### Layout detail

Region (25, 25) to (45, 45) um. Cells in grey, sequential cells in the stronger grey; small squares are vias.
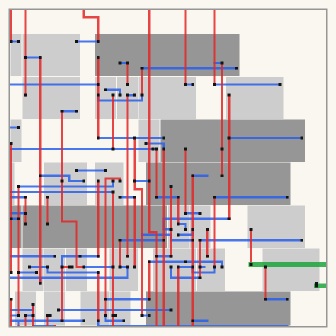
### Sizing map

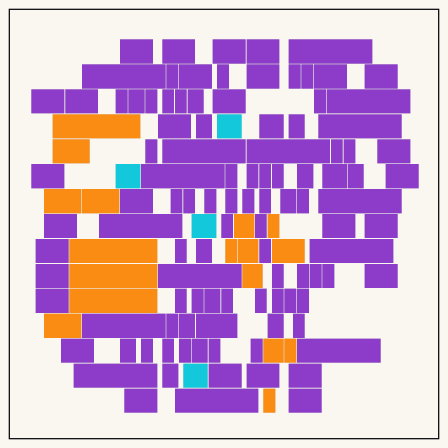
### Pin map

Bar = 10 um. Pins as bars across the die edge, other pins in grey.
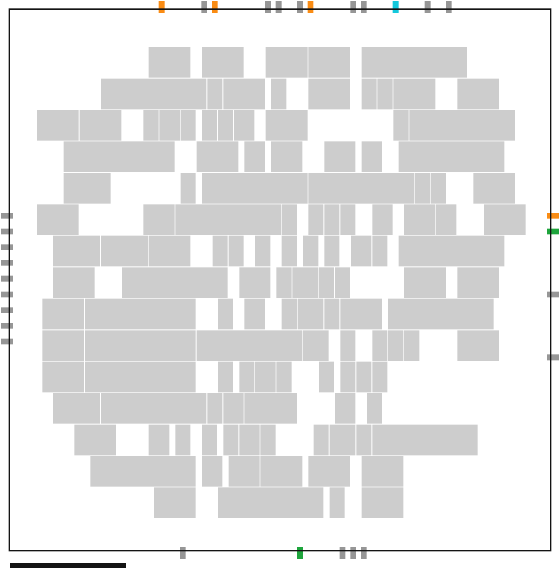
==> config.mk <==
export PLATFORM = sky130hd
export DESIGN_NAME = irq_collector
export DESIGN_NICKNAME = d
export VERILOG_FILES = /design/src/rtl/irq_collector.sv
export SDC_FILE = /design/constraint.sdc
export NUM_CORES = 1
export LEC_CHECK = 0
export ABC_AREA = 1
export CORE_MARGIN = 2
export CORE_UTILIZATION = 46
export DETAILED_ROUTE_END_ITERATION = 16
export PLACE_DENSITY = 0.82
export SLEW_MARGIN = 10
export SYNTH_ARGS = -nofsm -noshare
export SYNTH_HDL_FRONTEND = slang
export SYNTH_SLANG_ARGS = --single-unit
export TNS_END_PERCENT = 20
==> constraint.sdc <==
create_clock -name clk -period 2.51 [get_ports clk]
set_input_delay 0.753 -clock clk [delete_from_list [all_inputs] [get_ports clk]]
set_output_delay 0.753 -clock clk [all_outputs]
set_load 0.005 [all_outputs]
==> summary.txt <==
run results: status completed, Async S/R FF share, synth 100%, Crit Path Class flip-flop to primary output, hold-critical path depth 2, critical path's top delay family flip-flops, Starting DRT DRC Count 14, setup violators final 0, CTS Hold Bufs 0, TritonCTS Buffers 3, root buffer cell clkbuf_4, Final Slew Violations 0, GRT Resource Usage Total 18.3%, Final Cycle Share 85.3%, Critical Path Sink Type primary output, Fillers 148, Synthesized Nets 107, top post-synthesis cells by count nand2_1 (30), dfrtp_1 (15), inv_1 (12), NumNets Final 142, cell chain of the critical path clkdlybuf4s50_1, share of cells above drive strength 1 16.5%, WL/cell 12.0 um, clock-pin slew on the worst setup and hold paths 0.11 ns, Leak 0.584 nW, CTS-repair resized insts 0, Slew headroom 70.4%, Synth flops 19, Worst Setup Start Kind flip-flop, GP Congestion 0.728, htree depth 1, num rows 15, reg2reg path depth 4, WHS 0.482 ns, Peak supply drop 0.420 mV, yosys synthesis warning count 0, Clk pwr share 14.9%, Syn Inst Count 93, antenna violations before repair 0, power consumption 1.06 mW, Sequential cell area 480 um^2, Initial Util 48.6%, largest area contributor in the synthesized netlist dfrtp_1, Largest cells by area dfrtp_1 (45%), nand2_1 (13%), dfstp_2 (13%), inv_1 (5.4%), mux2_2 (5.4%), Comb power frac 41.2%, top-count cell post-synth nand2_1, YS chip area 838 um^2, post-place setup slack 0.554 ns, clock skew 0.00187 ns, syn avg cell area 9.01 um^2, min cycle time layout 2.14 ns, Worst path max stage delay 0.58 ns, Clock Latency Late Sink 0.29 ns, CTS tree yes, max cap viols 0, P_int 0.680 mW, stages on the worst setup path 1, Final ANT Viol Nets 0, final hold vios 0, vias in the first global route 652, Fin Setup TNS 0 ns, Synth Cell Area 838 um^2, first-pass GRT wire length 2.73 mm, Multi-input gate area 298 um^2, Hold/Removal Path Class flip-flop to flip-flop, clk sinks 19, RSZ-0062 raised after global routing no, WP buf/inv 1, ant diodes 0, Largest type area fraction 44.8%, Log Warnings 26, die area 2180 um^2, yosys cell count 93, Post-synth seq share 57.3%, Max Freq 467 MHz, crit path max fanout 4, ys flop type dfrtp_1, r2r setup slk 1.33 ns, post-DP HPWL 1.44 mm
About 'Layout detail':
layer	colour
M1	blue
M2	red
M3	green
sequential cells in the window	5
most frequent	nand2_1 (6), clkdlybuf4s50_1 (6)
cells with their middle in the window	28

About 'Sizing map':
size	colour	cells	share
x2	orange	17	13%
x3 and x4	cyan	4	3.1%
x1 and smaller	purple	106	83%
worst setup margin: 0.370 ns
Finished Cell Area: 1190 um^2

About 'Pin map':
port	colour	pins	direction	edge
ovf_clr	cyan	1	input	top
irq_id	green	2	output	1 bottom, 1 right
irq_in	orange	4	input	3 top, 1 right
all pins by edge	12 top, 9 left, 5 bottom, 4 right
width of the die: 46.7 um
port bufs: 29
die y size: 46.7 um

-- power groups by stage --
stage                     logic [mW]  clock network (mW)  registers (mW)
after global placement         0.418                   0           0.465
after global routing           0.492               0.171           0.476
after CTS                      0.440               0.157           0.464
after floorplan                0.221                   0           0.465
final                          0.436               0.157           0.465
after detailed placement       0.435                   0           0.469
-- stage by stage --
stage	cells	util [%]
after floorplan	93	-
after global placement	148	67.6
after detailed placement	148	67.6
after CTS	152	69.1
after global routing	152	69.1
final	152	69.1
-- logic make-up after synthesis --
group / share of synthesized area, %
compound gates: 5.97
fa+ha+maj: 1.49
buf+inv: 7.16
flops: 57.3
mux: 5.37
simple gates: 22.7
-- cell type report --
type	instances	share of cell area [%]
flip-flops and latches	19	40.3
multi-input cells	58	24.9
repair buffers	30	24.9
inverters	16	5.03
well taps	25	2.62
clock buffers	4	2.20
-- metal layers --
layer / vias to the layer above / wire length, um / GRT usage (%)
met5: - / 0 / 0
met4: 0 / 18 / 5.56
met3: 2 / 86 / 5.88
met2: 17 / 995 / 30.8
met1: 345 / 717 / 22.1
li1: 359 / - / -
-- cell usage in the layout (no fill, tap or decap) --
cell type / n
a21o_1: 2
a21oi_1: 1
buf_4: 1
clkbuf_1: 1
clkbuf_4: 3
clkdlybuf4s50_1: 29
dfrtp_1: 15
dfstp_2: 4
ha_1: 1
inv_1: 12
inv_2: 4
mux2_2: 4
nand2_1: 30
nand2_2: 4
nand3_1: 7
nand3_2: 1
nor2_1: 2
o21ai_0: 6
Power figures rest on the tool's default switching activity, not on a simulated workload.
